**Run 1: routed clock nets over the placement**

Drawn at 3 px/um.
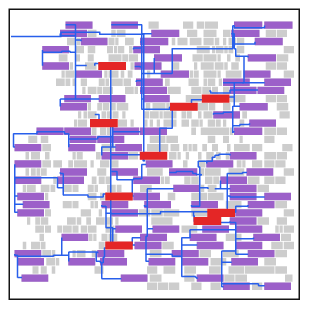
**Run 1: placed standard cells**

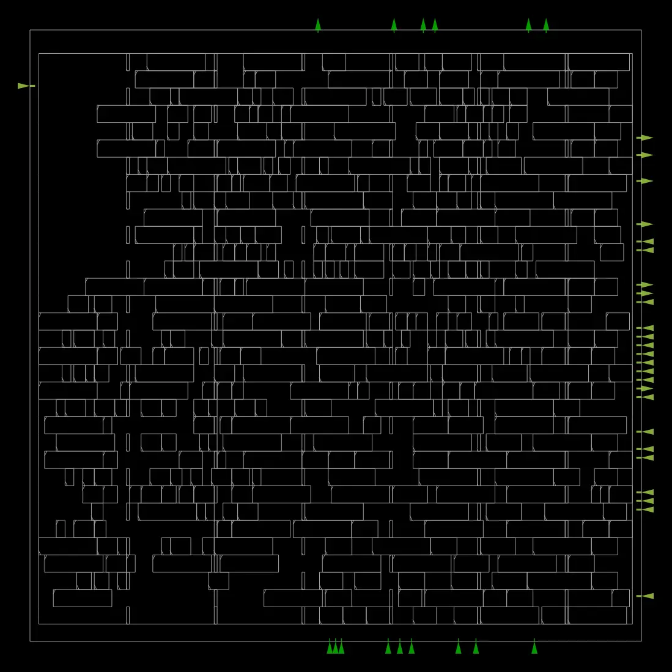
**Run 1: cells colored by class**

Drawn at 3 px/um.
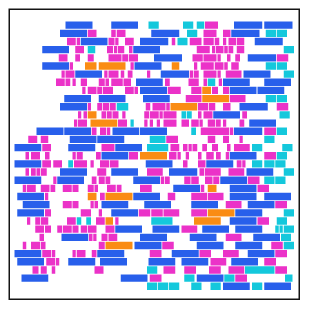
<file path="src/rtl/drv_sgmnt_scan.sv">
// Multiplexed 7-segment scanner: double-buffered hex data, leading-zero blanking, blink, anti-ghost.
// All outputs are registered, one cycle behind (cnt, idx, active); free-running, with no backpressure.
module drv_sgmnt_scan #(
    parameter int p_digits     = 4,
    parameter int p_refresh    = 50_000,
    parameter int p_ghost      = 500,
    parameter int p_blink      = 12_500_000,
    parameter int p_active_low = 1
) (
    input  logic                    i_clk,
    input  logic                    i_rst,
    input  logic [4*p_digits-1:0]   i_data,
    input  logic [p_digits-1:0]     i_dp,
    input  logic [p_digits-1:0]     i_blink,
    input  logic                    i_blank_lz,
    input  logic                    i_load,
    output logic [6:0]              o_sgmnt,
    output logic                    o_dp,
    output logic [p_digits-1:0]     o_dig,
    output logic                    o_frame
);

    localparam int CW = $clog2(p_refresh);
    localparam int IW = (p_digits > 1) ? $clog2(p_digits) : 1;
    localparam int BW = (p_blink > 1) ? $clog2(p_blink) : 1;
    localparam logic [CW-1:0] CNT_LAST = CW'(p_refresh - 1);
    localparam logic [IW-1:0] IDX_LAST = IW'(p_digits - 1);
    localparam logic [BW-1:0] BLK_LAST = BW'(p_blink - 1);
    localparam logic          INV      = (p_active_low != 0);

    logic [CW-1:0]          cnt;
    logic [IW-1:0]          idx;
    logic [BW-1:0]          bcnt;
    logic                   phase;
    logic [4*p_digits-1:0]  pend_data, act_data;
    logic [p_digits-1:0]    pend_dp, act_dp;

    logic                   slot_end, frame_start;
    logic [p_digits-1:0]    lz_blank, dig_sel, nxt_dig;
    logic [3:0]             nib;
    logic                   dp_sel, blank, ghost, zrun, nxt_dp;
    logic [6:0]             nxt_seg;

    assign slot_end    = (cnt == CNT_LAST);
    assign frame_start = slot_end && (idx == IDX_LAST);

    function automatic logic [6:0] hex7(input logic [3:0] n);
        case (n)
            4'h0: hex7 = 7'h3F;  4'h1: hex7 = 7'h06;  4'h2: hex7 = 7'h5B;  4'h3: hex7 = 7'h4F;
            4'h4: hex7 = 7'h66;  4'h5: hex7 = 7'h6D;  4'h6: hex7 = 7'h7D;  4'h7: hex7 = 7'h07;
            4'h8: hex7 = 7'h7F;  4'h9: hex7 = 7'h6F;  4'hA: hex7 = 7'h77;  4'hB: hex7 = 7'h7C;
            4'hC: hex7 = 7'h39;  4'hD: hex7 = 7'h5E;  4'hE: hex7 = 7'h79;  default: hex7 = 7'h71;
        endcase
    endfunction

    always_comb begin
        lz_blank = '0;
        zrun     = 1'b1;
        // Walk from the most significant digit down; a digit is a leading zero while the run holds.
        for (int k = p_digits - 1; k >= 0; k--) begin
            zrun        = zrun & (act_data[4*k +: 4] == 4'h0);
            lz_blank[k] = zrun && (k != 0) && i_blank_lz;
        end

        nib     = '0;
        dp_sel  = 1'b0;
        blank   = 1'b0;
        dig_sel = '0;
        for (int k = 0; k < p_digits; k++) begin
            if (idx == IW'(k)) begin
                nib        = act_data[4*k +: 4];
                dp_sel     = act_dp[k];
                blank      = lz_blank[k] | (phase & i_blink[k]);
                dig_sel[k] = 1'b1;
            end
        end

        ghost   = int'(cnt) < p_ghost;
        nxt_seg = blank ? 7'h00 : hex7(nib);
        nxt_dp  = !blank && dp_sel;
        nxt_dig = (blank || ghost) ? '0 : dig_sel;
    end

    always_ff @(posedge i_clk or negedge i_rst) begin
        if (!i_rst) begin
            cnt       <= '0;
            idx       <= '0;
            bcnt      <= '0;
            phase     <= 1'b0;
            pend_data <= '0;
            pend_dp   <= '0;
            act_data  <= '0;
            act_dp    <= '0;
            o_sgmnt   <= {7{INV}};
            o_dp      <= INV;
            o_dig     <= {p_digits{INV}};
            o_frame   <= 1'b0;
        end else begin
            cnt <= slot_end ? '0 : cnt + 1'b1;
            if (slot_end)
                idx <= (idx == IDX_LAST) ? '0 : idx + 1'b1;

            if (bcnt == BLK_LAST) begin
                bcnt  <= '0;
                phase <= ~phase;
            end else begin
                bcnt  <= bcnt + 1'b1;
            end

            if (i_load) begin
                pend_data <= i_data;
                pend_dp   <= i_dp;
            end
            // A load landing on the frame boundary bypasses pending so it shows immediately.
            if (frame_start) begin
                act_data <= i_load ? i_data : pend_data;
                act_dp   <= i_load ? i_dp   : pend_dp;
            end

            o_sgmnt <= nxt_seg ^ {7{INV}};
            o_dp    <= nxt_dp ^ INV;
            o_dig   <= nxt_dig ^ {p_digits{INV}};
            o_frame <= frame_start;
        end
    end

endmodule

</file>
<file path="config.mk">
export PLATFORM = sky130hd
export DESIGN_NAME = drv_sgmnt_scan
export DESIGN_NICKNAME = d
export VERILOG_FILES = /design/src/rtl/drv_sgmnt_scan.sv
export SDC_FILE = /design/constraint.sdc
export NUM_CORES = 1
export LEC_CHECK = 0
export CAP_MARGIN = 20
export CORE_UTILIZATION = 51
export CTS_BUF_LIST = sky130_fd_sc_hd__clkbuf_16
export CTS_CLUSTER_SIZE = 25
export DETAILED_ROUTE_END_ITERATION = 10
export GPL_TIMING_DRIVEN = 0
export PLACE_DENSITY = 0.69
export SKIP_LAST_GASP = 1
export SYNTH_ARGS = -nofsm -noshare
export SYNTH_HDL_FRONTEND = slang
export SYNTH_SLANG_ARGS = --single-unit
</file>
<file path="constraint.sdc">
create_clock -name i_clk -period 2.6 [get_ports i_clk]
set_input_delay 0.65 -clock i_clk [delete_from_list [all_inputs] [get_ports i_clk]]
set_output_delay 0.65 -clock i_clk [all_outputs]
set_load 0.02 [all_outputs]
</file>
==> qor.tcl, run 1 <==
set qor(run_status) {finished clean}
set qor(synth_compound_gate_area_share_pct) 5.78
set qor(grt_most_used_layer) {met2}
set qor(slew_viol_final) 0
set qor(layout.nets) 475
set qor(cts_tree) {yes}
set qor(fin_worst_hold_slack_ns) 0.239
set qor(final_worst_setup_slack_ns) 0.0618
set qor(grt.met3_usage_pct) 4.27
set qor(ff_latch_area_sq_mm) 0.00242
set qor(post_route_cells_drive_above_1_share_pct) 20.2
set qor(cp_cell_sequence) {inv_1 > ha_1 > buf_2 > nor2b_1 > a22oi_1 > a221oi_4 > inv_1 > ha_1 > nand2_1 > a21boi_0 > o221ai_1}
set qor(power-per-cell-area_mw_per_mm2) 543
set qor(max_clock_freq_mhz) 394
set qor(topCombFamilyByArea) {simple AND/OR/NAND/NOR gates}
set qor(floorplan.io_pins) 41
set qor(clkSlewWorstSetupHoldPaths_ns) 0.07
set qor(grtUsageMet1_pct) 27.4
set qor(r2r_cells) 11
set qor(detailroute.wirelength.met3_um) 331
set qor(syn_inst) 382
set qor(power-top-group) {sequential cells}
set qor(place.port_buffers) 39
set qor(ant_nets) 0
set qor(timing.setup.tns_ns) 0
set qor(track_usage_pct) 20.3
set qor(cp-startpoint) {idx[1]}
set qor(r2r_slack_ns) 0.06
set qor(route.final.wire_length_mm) 8.42
set qor(inverters_excl_clock) 9
set qor(synth_nets) 422
set qor(cellInternalPower_mw) 2.26
set qor(detailroute.via_count) 3008
set qor(comb_cell_power_uw) 126
set qor(syn_area_per_cell_sq_um) 11.8
set qor(chipHeight_um) 96.2
set qor(grt_max_degree) 66
set qor(ys_top_cells_by_count) {84 x sky130_fd_sc_hd__dfrtp_1, 32 x sky130_fd_sc_hd__nor2_1, 31 x sky130_fd_sc_hd__nand2_1}
set qor(critPathArrivalTime_ns) 2.76
set qor(met2_usage_pct) 32.0
set qor(yosysTopAreaCell) {sky130_fd_sc_hd__dfrtp_1}
set qor(comb_area_sq_mm) 0.00198
set qor(layout_top_cell_excl_fill_tap) {sky130_fd_sc_hd__dfrtp_1}
set qor(worst-path-stages) 11
set qor(topCellsByArea) {sky130_fd_sc_hd__dfrtp_1 46%, sky130_fd_sc_hd__dfstp_2 7.0%, sky130_fd_sc_hd__mux2_2 6.0%}
set qor(max-vdd-ir-drop_v) 0.000380
set qor(antenna_found_initial) 0
set qor(min_path_type) {in2async}
set qor(grt_pass1_wl_mm) 14.1
set qor(synth-main-ff-cell) {sky130_fd_sc_hd__dfrtp_1}
set qor(worst-setup-path-type) {reg2reg}
set qor(cts-root-to-sink-buffers) 2
set qor(postCtsSetupRepairBufs) 0
set qor(swShare_pct) 22.8
set qor(critical_path_required_ns) 2.83
set qor(clock_sink_count) 96
set qor(non_clock_buffer_area_share_pct) 10.1
set qor(core_area_sq_mm) 0.00838
set qor(antenna_cells_inserted) 0
set qor(num_tap_cells) 105
set qor(max_flop_register) {bcnt}
set qor(dp_hpwl_mm) 5.95
set qor(pwr.group.sequential_mw) 1.53
set qor(comb-cell-share_pct) 36.7
set qor(period_minus_slack_ns) 2.54
set qor(routabilityCongestion) 0.783
set qor(cpLargestDelayFamily) {AND-OR/OR-AND gates}
set qor(mux_area_share_pct) 11.6
set qor(vias_in_the_first_global_route) 3026
set qor(setup_violations) 0
set qor(clock_area_share_pct) 5.31
set qor(ctsHtreeMaxLevel) 3
set qor(post_placement_worst_setup_slack_ns) -0.287
set qor(highest_routing_layer_actually_used) {met4}
set qor(placedInstanceArea_sq_mm) 0.00507
set qor(synth-xor-area-share_pct) 6.58
set qor(timing.critical_path.slowest_cell_delay_ns) 0.39
set qor(detail_route.wirelength.met1_mm) 3.96
set qor(power.leakage_nw) 2.35
set qor(worst_pin_slew_ns) 0.548
set qor(num-clock-buffers) 9
set qor(net-switching-power_uw) 668
set qor(ctsRootBufferMaster) {sky130_fd_sc_hd__clkbuf_16}
set qor(floorplan.die.width_um) 96.2
set qor(final_cell_mix) {84 x sky130_fd_sc_hd__dfrtp_1, 38 x sky130_fd_sc_hd__clkdlybuf4s50_1, 32 x sky130_fd_sc_hd__nor2_1}
set qor(postSynthSeqShare_pct) 53.4
set qor(tritoncts.num_buffers) 9
set qor(unique_masters_post_synth) 51
set qor(drt_iter0_markers) 100
About 'routed clock nets over the placement':
legend:
  flip-flops:
    color: purple
    count: 96
  clock drivers:
    color: red
    count: 9
  clock wires:
    color: blue
    length: 1090 um
routed clock nets: 10
final worst clock skew: 0.0114 ns
Clock group: 1.27 mW
part of the total power dissipated in the clock network: 43.4%
clock insertion delay at the later pin of the skew report: 0.34 ns

About 'placed standard cells':
Flop Count: 96
Seq area share: 44.8%
total number of placement rows: 33

About 'cells colored by class':
legend:
  combinational and other logic:
    color: magenta
    cells: 272
  sequential cells:
    color: blue
    cells: 96
  remaining buffers and delay cells:
    color: cyan
    cells: 56
  clock drivers and dummy loads:
    color: orange
    cells: 16

==> inputs of run 2 (changes only) <==
- CAP_MARGIN: 20 -> default
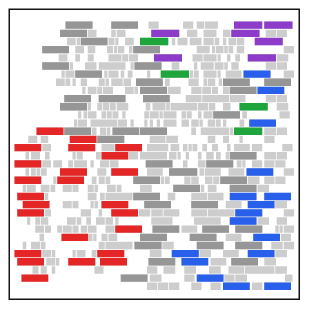
**Above:** run 2 (register map, names as in the netlist).
Drawn at 3 px/um.
legend:
  o_sgmnt:
    color: purple
    placed_flops: 7
    where: north-east
  bcnt:
    color: red
    placed_flops: 24
  o_dig:
    color: green
    placed_flops: 4
  pend_data:
    color: blue
    placed_flops: 16
not colored: 45

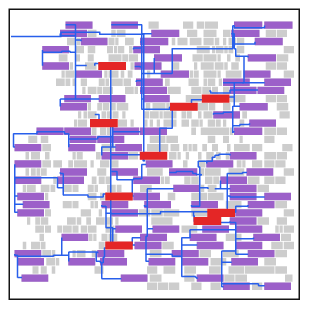
**Above:** run 2 (routed clock nets over the placement).
Drawn at 3 px/um.
legend:
  flip-flops:
    color: purple
    count: 96
  clock wires:
    color: blue
    length: 1090 um
  clock drivers:
    color: red
    count: 9
flops lie: spread over the die

==> run 2 against run 1 <==
  * Area after synthesis is the same
  * Sequential share of layout area unchanged
  * Core utilization stayed put
  * Die size is the same
  * Critical path depth stayed put
  * Combinational power barely moved
  * Synthesized cell count unchanged
  * Clock skew is the same
  * Largest cell class unchanged
==> qor.tcl, run 2 <==
set qor(synth_nets) 422 ;# unchanged
set qor(swShare_pct) 22.8 ;# unchanged
set qor(tritoncts.num_buffers) 9 ;# unchanged
set qor(clock_sink_count) 96 ;# unchanged
set qor(topCellsByArea) {sky130_fd_sc_hd__dfrtp_1 46%, sky130_fd_sc_hd__dfstp_2 7.0%, sky130_fd_sc_hd__mux2_2 6.0%}
set qor(grtUsageMet1_pct) 27.4 ;# unchanged
set qor(detail_route.wirelength.met1_mm) 3.96 ;# unchanged
set qor(clkSlewWorstSetupHoldPaths_ns) 0.07 ;# about the same
set qor(chipHeight_um) 96.2 ;# unchanged
set qor(period_minus_slack_ns) 2.54 ;# unchanged
set qor(core_area_sq_mm) 0.00838 ;# unchanged
set qor(p_clk_share_pct) 43.4 ;# about the same
set qor(drt_iter0_markers) 100 ;# unchanged
set qor(post_route_cells_drive_above_1_share_pct) 20.2 ;# unchanged
set qor(run_status) {finished clean}
set qor(antenna_found_initial) 0 ;# unchanged
set qor(max_flop_register) {bcnt}
set qor(area.share.sequential_pct) 44.8 ;# unchanged
set qor(syn_area_per_cell_sq_um) 11.8 ;# unchanged
set qor(max_clock_freq_mhz) 394 ;# unchanged
set qor(fin_skew_ns) 0.0114 ;# unchanged
set qor(grt_pass1_wl_mm) 14.1 ;# unchanged
set qor(postCtsSetupRepairBufs) 0 ;# unchanged
set qor(unique_masters_post_synth) 51 ;# unchanged
set qor(critPathArrivalTime_ns) 2.76 ;# about the same
set qor(routabilityCongestion) 0.783 ;# unchanged
set qor(place.port_buffers) 39 ;# unchanged
set qor(clock_area_share_pct) 5.31 ;# unchanged
set qor(floorplan.die.width_um) 96.2 ;# unchanged
set qor(clock_net_power_mw) 1.27 ;# about the same
set qor(min_path_type) {in2async}
set qor(power-top-group) {sequential cells}
set qor(comb_cell_power_uw) 126 ;# about the same
set qor(dp_hpwl_mm) 5.95 ;# unchanged
set qor(synth-main-ff-cell) {sky130_fd_sc_hd__dfrtp_1}
set qor(worst_pin_slew_ns) 0.548 ;# unchanged
set qor(grt_most_used_layer) {met2}
set qor(power.leakage_nw) 2.35 ;# unchanged
set qor(cp_cell_sequence) {inv_1 > ha_1 > buf_2 > nor2b_1 > a22oi_1 > a221oi_4 > inv_1 > ha_1 > nand2_1 > a21boi_0 > o221ai_1}
set qor(cellInternalPower_mw) 2.26 ;# unchanged
set qor(power-per-cell-area_mw_per_mm2) 543 ;# unchanged
set qor(slew_viol_final) 0 ;# unchanged
set qor(timing.setup.tns_ns) 0 ;# unchanged
set qor(flop_count) 96 ;# unchanged
set qor(net-switching-power_uw) 668 ;# unchanged
set qor(detailroute.wirelength.met3_um) 331 ;# unchanged
set qor(num-clock-buffers) 9 ;# unchanged
set qor(num_tap_cells) 105 ;# unchanged
set qor(ctsHtreeMaxLevel) 3 ;# unchanged
set qor(postSynthSeqShare_pct) 53.4 ;# unchanged
set qor(worst-path-stages) 11 ;# unchanged
set qor(highest_routing_layer_actually_used) {met4}
set qor(antenna_cells_inserted) 0 ;# unchanged
set qor(yosysTopAreaCell) {sky130_fd_sc_hd__dfrtp_1}
set qor(r2r_slack_ns) 0.06 ;# about the same
set qor(final_worst_setup_slack_ns) 0.0618 ;# unchanged
set qor(ys_top_cells_by_count) {84 x sky130_fd_sc_hd__dfrtp_1, 32 x sky130_fd_sc_hd__nor2_1, 31 x sky130_fd_sc_hd__nand2_1}
set qor(detailroute.via_count) 3008 ;# unchanged
Power and IR drop assume default switching activity.
